**Run 1: supply network**

Pins as bars on the die edge.
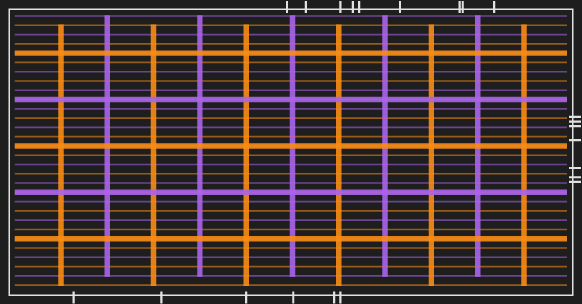
**Run 1: where the registers sit**

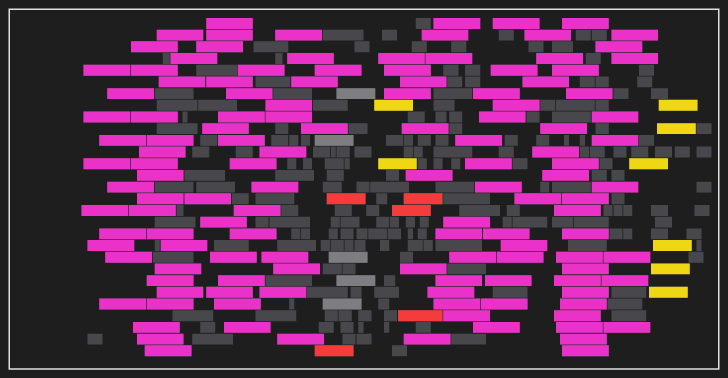
**Run 1: met1 routing**

Supply wires on this layer in grey.
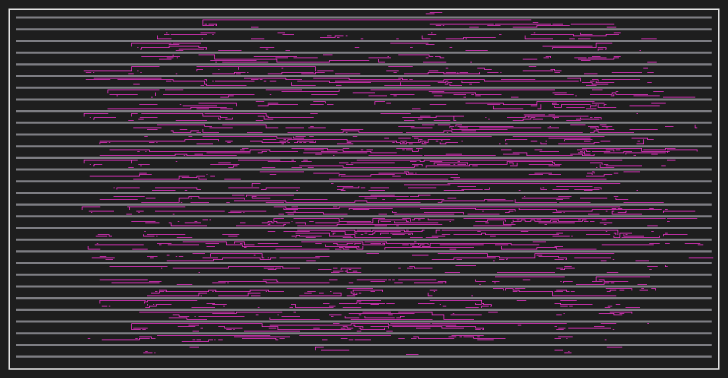
`config.mk`:
```
export PLATFORM = sky130hd
export DESIGN_NAME = async_fifo
export DESIGN_NICKNAME = d
export VERILOG_FILES = /design/src/rtl/async_fifo_pkg.sv /design/src/rtl/async_fifo_mem.sv /design/src/rtl/async_fifo.sv
export SDC_FILE = /design/constraint.sdc
export NUM_CORES = 1
export LEC_CHECK = 0
export CORE_ASPECT_RATIO = 0.5
export CORE_UTILIZATION = 45
export CTS_CLUSTER_DIAMETER = 100
export CTS_CLUSTER_SIZE = 24
export DETAILED_ROUTE_END_ITERATION = 10
export MAX_ROUTING_LAYER = met4
export SLEW_MARGIN = 20
export SYNTH_ARGS = -nofsm -noshare
export SYNTH_HDL_FRONTEND = slang
export SYNTH_SLANG_ARGS = --single-unit
```
`constraint.sdc`:
```
create_clock -name clk_wr -period 6.3 [get_ports clk_wr]
set_clock_uncertainty 0.05 [all_clocks]
set_input_delay 0.63 -clock clk_wr [delete_from_list [all_inputs] [get_ports clk_wr]]
set_output_delay 0.63 -clock clk_wr [all_outputs]
set_load 0.05 [all_outputs]
```
`src/rtl/async_fifo_pkg.sv`:
```
// Shared defaults and pointer-width helper for the async_fifo block.
package async_fifo_pkg;

  localparam int DATA_WIDTH_DEF = 8;
  localparam int ADDR_WIDTH_DEF = 4;

  // Pointers carry one extra bit so full and empty can be told apart.
  function automatic int ptr_width(input int addr_width);
    return addr_width + 1;
  endfunction

  localparam int PTR_WIDTH_DEF = ptr_width(ADDR_WIDTH_DEF);

endpackage

```
`src/rtl/async_fifo_mem.sv`:
```
// FIFO storage: unreset array with a synchronous write port and a registered read port.
module fifo_mem #(
  parameter int DATA_WIDTH = 8,
  parameter int ADDR_WIDTH = 4
) (
  input  logic                  clk_i,
  input  logic                  rst_i,
  input  logic                  we_i,
  input  logic [ADDR_WIDTH-1:0] waddr_i,
  input  logic [DATA_WIDTH-1:0] wdata_i,
  input  logic                  re_i,
  input  logic [ADDR_WIDTH-1:0] raddr_i,
  output logic [DATA_WIDTH-1:0] rdata_o
);

  logic [DATA_WIDTH-1:0] mem_q [2**ADDR_WIDTH];
  logic [DATA_WIDTH-1:0] rdata_q;

  always_ff @(posedge clk_i) begin
    if (we_i) begin
      mem_q[waddr_i] <= wdata_i;
    end
  end

  // Only the output register is reset; the array itself keeps stale words.
  always_ff @(posedge clk_i or posedge rst_i) begin
    if (rst_i) begin
      rdata_q <= '0;
    end else if (re_i) begin
      rdata_q <= mem_q[raddr_i];
    end
  end

  assign rdata_o = rdata_q;

endmodule

```
`src/rtl/async_fifo.sv`:
```
// Single-clock FIFO with extended-pointer full/empty detection.
// Optional sticky overflow/underflow outputs when ASYNC_FIFO_ERR_FLAGS_EN is defined.
module async_fifo
  import async_fifo_pkg::*;
#(
  parameter int DATA_WIDTH = DATA_WIDTH_DEF,
  parameter int ADDR_WIDTH = ADDR_WIDTH_DEF
) (
  output logic [DATA_WIDTH-1:0] rd_data,
  output logic                  full,
  output logic                  empty,
  input  logic [DATA_WIDTH-1:0] wr_data,
  input  logic                  wr_en,
  input  logic                  clk_wr,
  input  logic                  wrst,
  input  logic                  rd_en
`ifdef ASYNC_FIFO_ERR_FLAGS_EN
  ,
  output logic                  overflow,
  output logic                  underflow
`endif
);

  localparam int PW = ptr_width(ADDR_WIDTH);

  logic [PW-1:0] wr_ptr_q, wr_ptr_d;
  logic [PW-1:0] rd_ptr_q, rd_ptr_d;
  logic          wr_acc, rd_acc;

  assign empty  = (rd_ptr_q == wr_ptr_q);
  assign full   = (rd_ptr_q[PW-1] != wr_ptr_q[PW-1]) &&
                  (rd_ptr_q[PW-2:0] == wr_ptr_q[PW-2:0]);
  assign wr_acc = wr_en & ~full;
  assign rd_acc = rd_en & ~empty;

  always_comb begin
    wr_ptr_d = wr_ptr_q;
    rd_ptr_d = rd_ptr_q;
    if (wr_acc) wr_ptr_d = wr_ptr_q + PW'(1);
    if (rd_acc) rd_ptr_d = rd_ptr_q + PW'(1);
  end

  always_ff @(posedge clk_wr or posedge wrst) begin
    if (wrst) begin
      wr_ptr_q <= '0;
      rd_ptr_q <= '0;
    end else begin
      wr_ptr_q <= wr_ptr_d;
      rd_ptr_q <= rd_ptr_d;
    end
  end

  fifo_mem #(
    .DATA_WIDTH(DATA_WIDTH),
    .ADDR_WIDTH(ADDR_WIDTH)
  ) u_mem (
    .clk_i  (clk_wr),
    .rst_i  (wrst),
    .we_i   (wr_acc),
    .waddr_i(wr_ptr_q[PW-2:0]),
    .wdata_i(wr_data),
    .re_i   (rd_acc),
    .raddr_i(rd_ptr_q[PW-2:0]),
    .rdata_o(rd_data)
  );

`ifdef ASYNC_FIFO_ERR_FLAGS_EN
  logic overflow_q, overflow_d;
  logic underflow_q, underflow_d;

  always_comb begin
    overflow_d  = overflow_q | (wr_en & full);
    underflow_d = underflow_q | (rd_en & empty);
  end

  always_ff @(posedge clk_wr or posedge wrst) begin
    if (wrst) begin
      overflow_q  <= 1'b0;
      underflow_q <= 1'b0;
    end else begin
      overflow_q  <= overflow_d;
      underflow_q <= underflow_d;
    end
  end

  assign overflow  = overflow_q;
  assign underflow = underflow_q;
`endif

endmodule

```
==> Slide: Implementation Results, run 1 <==
Run Summary

Status
  • Result of the run: finished, final reports clean

Clock network
  • Clock tree sinks: 146
  • H-tree level count: 4

Synthesis
  • Cell count after synthesis: 302
  • Synthesized netlist net count: 319
  • Largest combinational cell category by area: multiplexers

Layout
  • Post-route cell area: 0.00692 sq mm
  • Fillers: 990
  • Most common cell after layout, fill and taps aside: sky130_fd_sc_hd__edfxtp_1
  • Flip-flop count of the largest register, all copies and words added: 128
  • Number of diodes added for antenna fixing: 0

Worst setup path
  • Crit. Startpoint: rd_ptr_q[0]
  • CP top delay family: flip-flops

Global routing
  • Fraction of met2 tracks used by global routing: 29.2%
  • Initial antenna violation count: 0
  • GRT Residual Overflow: 0
  • Global-route wire length before repair: 18000 um

Min path
  • Classification of the worst-slack hold path: reg -> reg
  • Worst min-delay path endpoint: u_mem.rdata_o[5]

Floorplan
  • Count of boundary I/O pins: 22

Pwr
  • Pwr Total: 0.00340 W

STA
  • Tightest hold margin: 0.465 ns
  • Final critical-path setup slack: 2.79 ns

Flow run
  • Count of warning messages emitted by the tools: 29

Route
  • Total met2 wirelength after detailed routing: 5860 um
-- 'supply network' (at the start) --
colour	net
purple	VDD
orange	VSS
signal pins	22
met5 straps	5
met1 rails	30
met4 straps	11
die extent in y: 83.4 um
worst IR drop on VDD: 271 uV
Die X: 165 um
Core Box Area: 0.0128 sq mm

-- 'where the registers sit' (at the start) --
colour	name in the netlist	placed flops
red	`rd_ptr_q`	5
yellow	`u_mem.rdata_o`	8
magenta	`u_mem.mem_q`	128
sequential share of cell area: 62.1%
final design utilization: 54.2%
combined flip-flop and latch cell area: 0.00430 sq mm

-- 'met1 routing' (at the start) --
share of all routed wire	46%
main direction	horizontal
longest straight run	76.4 um
nets with wire on the layer	324
via total after detailed routing: 2884
met1 demand-to-capacity share in global routing: 26.5%
routed wire length: 11900 um

==> run 1: area by class of cell <==
type / count / area [sq um] / area share, %
clock inverter: 10 / 134 / 1.93
clock buffer: 22 / 474 / 6.85
inverter: 4 / 15.0 / 0.217
multi-input combinational: 136 / 1570 / 22.7
sequential: 146 / 4300 / 62.1
tap: 170 / 213 / 3.07
timing repair buffer: 22 / 218 / 3.15
==> run 1: power groups by stage <==
stage / Combinational [W] / Clock [W] / Sequential (W)
final: 0.000985 / 0.00103 / 0.00138
after global routing: 0.00105 / 0.00109 / 0.00140
after CTS: 0.000995 / 0.00104 / 0.00138
after detailed placement: 0.000986 / 0 / 0.00140
after global placement: 0.000971 / 0 / 0.00139
after floorplan: 0.000737 / 0 / 0.00136
**Run 1: logic cells by family**

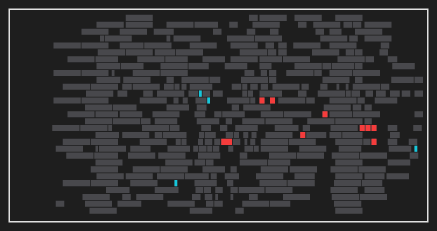

==> inputs of run 2 (changes only) <==
clock period = 3.1 ns   (was 6.3 ns; I/O delays follow)
**Run 2: logic cells by family**

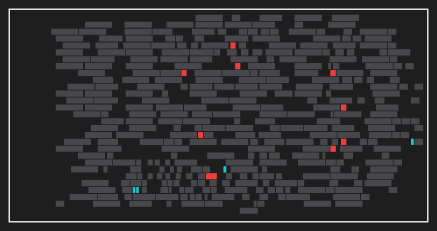
colour	family	cells
cyan	inverters	4
red	NAND gates	9

**Run 2: met1 routing**

Supply wires on this layer in grey.
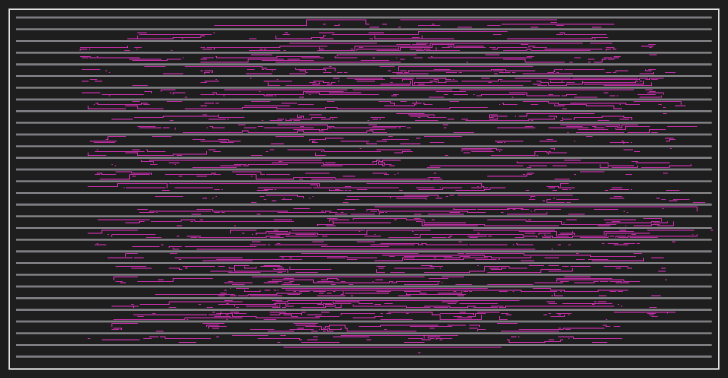
nets with wire on the layer	334
share of all routed wire	48%
longest straight run	78.7 um
main direction	horizontal
wire length on this layer	5990 um
routed wire length: 12600 um
via total after detailed routing: 2938
met1 demand-to-capacity share in global routing: 31.1%

==> Slide: Implementation Results, run 2 <==
Run Summary

Layout
  • Multi-input logic cell count: 136 (unchanged)
  • Fillers: 983 (was 990)
  • Post-route cell area: 0.00698 sq mm (was 0.00692 sq mm)
  • Final design utilization: 54.7% (was 54.2%)
  • Area fraction of clock buffers and clock inverters: 8.05% (was 8.79%)
  • Combined flip-flop and latch cell area: 0.00430 sq mm (about the same)
  • Sequential cell count: 146 (unchanged)
  • Signal buffers: 33 (was 22)
  • Clock buffer instance count of the final layout: 19 (was 22)
  • Number of diodes added for antenna fixing: 0 (unchanged)

Global routing
  • Global-route wire length before repair: 19100 um (was 18000 um)
  • GRT Residual Overflow: 0 (unchanged)
  • Fraction of met2 tracks used by global routing: 29.3% (was 29.2%)

Floorplan
  • Die X: 165 um (unchanged)
  • Core Box Area: 0.0128 sq mm (unchanged)

Synthesis
  • Synthesized netlist net count: 319 (unchanged)
  • Cell count after synthesis: 302 (unchanged)

Min path
  • Classification of the worst-slack hold path: in -> async (was reg -> reg)

Worst setup path
  • Crit. Startpoint: rd_ptr_q[1] (was rd_ptr_q[0])
  • CP top delay family: multiplexers (was flip-flops)

Status
  • Result of the run: finished, final reports clean (unchanged)

Route
  • Total met2 wirelength after detailed routing: 5740 um (was 5860 um)

Clock network
  • Clock tree sinks: 146 (unchanged)
## run 2: report_power, final
group	leakage [nW]	internal, W	total (W)	switching, W
registers	1.36	0.00245	0.00264	0.000190
clock network	0.269	0.00112	0.00193	0.000809
logic	0.806	0.00106	0.00231	0.00126
## run 2: logic make-up (layout without fill, tap and decap cells)
family,after synthesis,in the layout,share of synthesized area [%]
XOR/XNOR,14,14,2.06
flip-flops,146,146,72.1
adder cells (fa/ha/maj),5,5,1.05
multiplexers,58,58,16.0
AND-OR/OR-AND,24,24,3.55
buffers and inverters,20,69,1.70
AND/OR/NAND/NOR,35,35,3.59
**Run 2: supply network**

Pins as bars on the die edge.
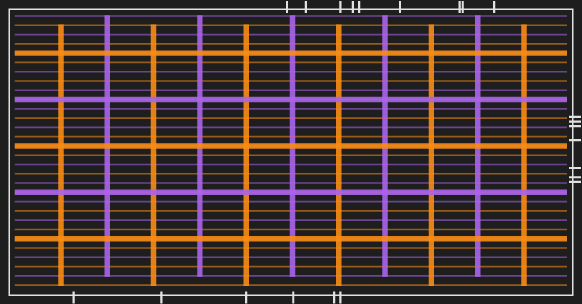

==> inputs of run 3 (changes only) <==
clock period = 2.1 ns   (was 3.1 ns; I/O delays follow)
**Run 3: supply network**

Pins as bars on the die edge.
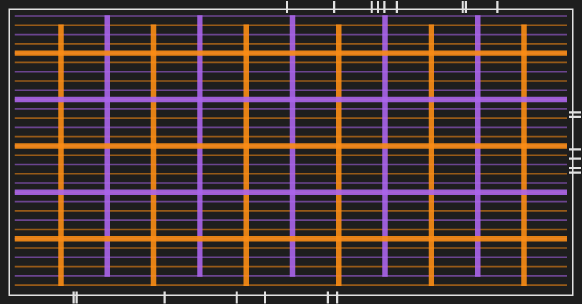
colour	net
orange	VSS
purple	VDD
rows	29
met1 rails	30
met4 straps	11
signal pins	22

**Run 3: met1 routing**

Supply wires on this layer in grey.
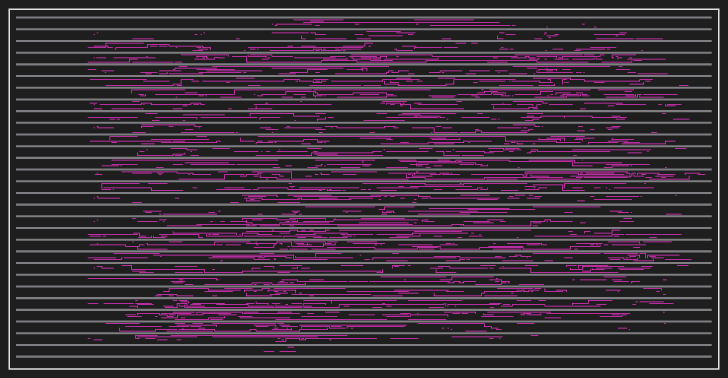
main direction	horizontal
share of all routed wire	48%
wire length on this layer	6170 um

==> Slide: Implementation Results, run 3 <==
Run Summary

Pwr
  • Share of power burned in combinational logic: 36.2% (was 33.6%)
  • Worst IR drop on VDD: 622 uV (was 582 uV)
  • Cell-internal power: 0.00769 W (was 0.00462 W)
  • Share of total power consumed by net switching: 31.0% (was 32.8%)
  • Biggest consumer: combinational cells (was sequential cells)
  • Sequential Power Share: 34.2% (was 38.3%)

Clock network
  • Clock tree sinks: 146 (unchanged)

Floorplan
  • Count of boundary I/O pins: 22 (unchanged)
  • Die extent in y: 83.4 um (unchanged)
  • Core Box Area: 0.0128 sq mm (unchanged)

Status
  • Failing checks: setup timing
  • Result of the run: finished with violations (was finished, final reports clean)

Synthesis
  • FA/HA/MAJ Cells, Area Fraction: 1.05% (unchanged)
  • And-or/or-and share of the synthesized area: 3.55% (unchanged)
  • Largest combinational cell category by area: multiplexers (unchanged)

Route
  • Total met2 wirelength after detailed routing: 5780 um (was 5740 um)

STA
  • Tightest hold margin: 0.100 ns (was 0.343 ns)
  • Final setup violation count: 3 (was 0)
  • Final critical-path setup slack: -0.0166 ns (was 0.655 ns)

Layout
  • Flip-flop count of the largest register, all copies and words added: 128 (unchanged)
  • Post-route cell area: 0.00727 sq mm (was 0.00698 sq mm)
  • Final design utilization: 56.9% (was 54.7%)
  • Number of diodes added for antenna fixing: 0 (unchanged)
  • Most common cell after layout, fill and taps aside: sky130_fd_sc_hd__edfxtp_1 (unchanged)
  • Fillers: 952 (was 983)

Min path
  • Classification of the worst-slack hold path: in -> async (unchanged)

Worst setup path
  • CP top delay family: multiplexers (unchanged)
==> run 3: netlist changes by cell type in the layout (fill, tap and decap cells not counted), sizes merged <==
cell / previous run / this run
inv: 8 / 5
clkinvlp: 2 / 1
buf: 14 / 30
bufinv: 1 / 5
==> run 3: layout make-up <==
cell class                 count  area (sq um)  area share [%]
inverter                       4          15.0           0.207
tap                          170           213            2.93
clock inverter                13           208            2.86
sequential                   146          4300            59.1
clock buffer                  19           443            6.10
multi-input combinational    136          1600            22.0
timing repair buffer          49           492            6.77
==> run 3: timing repair <==
item / in CTS / in global routing
endpoints found under the setup margin: 71 / 66
buffers inserted: 4 / 0
hold buffers: 0 / 0
resized: 34 / 15
pin swaps: 8 / 0
gates cloned: 2 / 0
Power figures rest on the tool's default switching activity, not on a simulated workload.
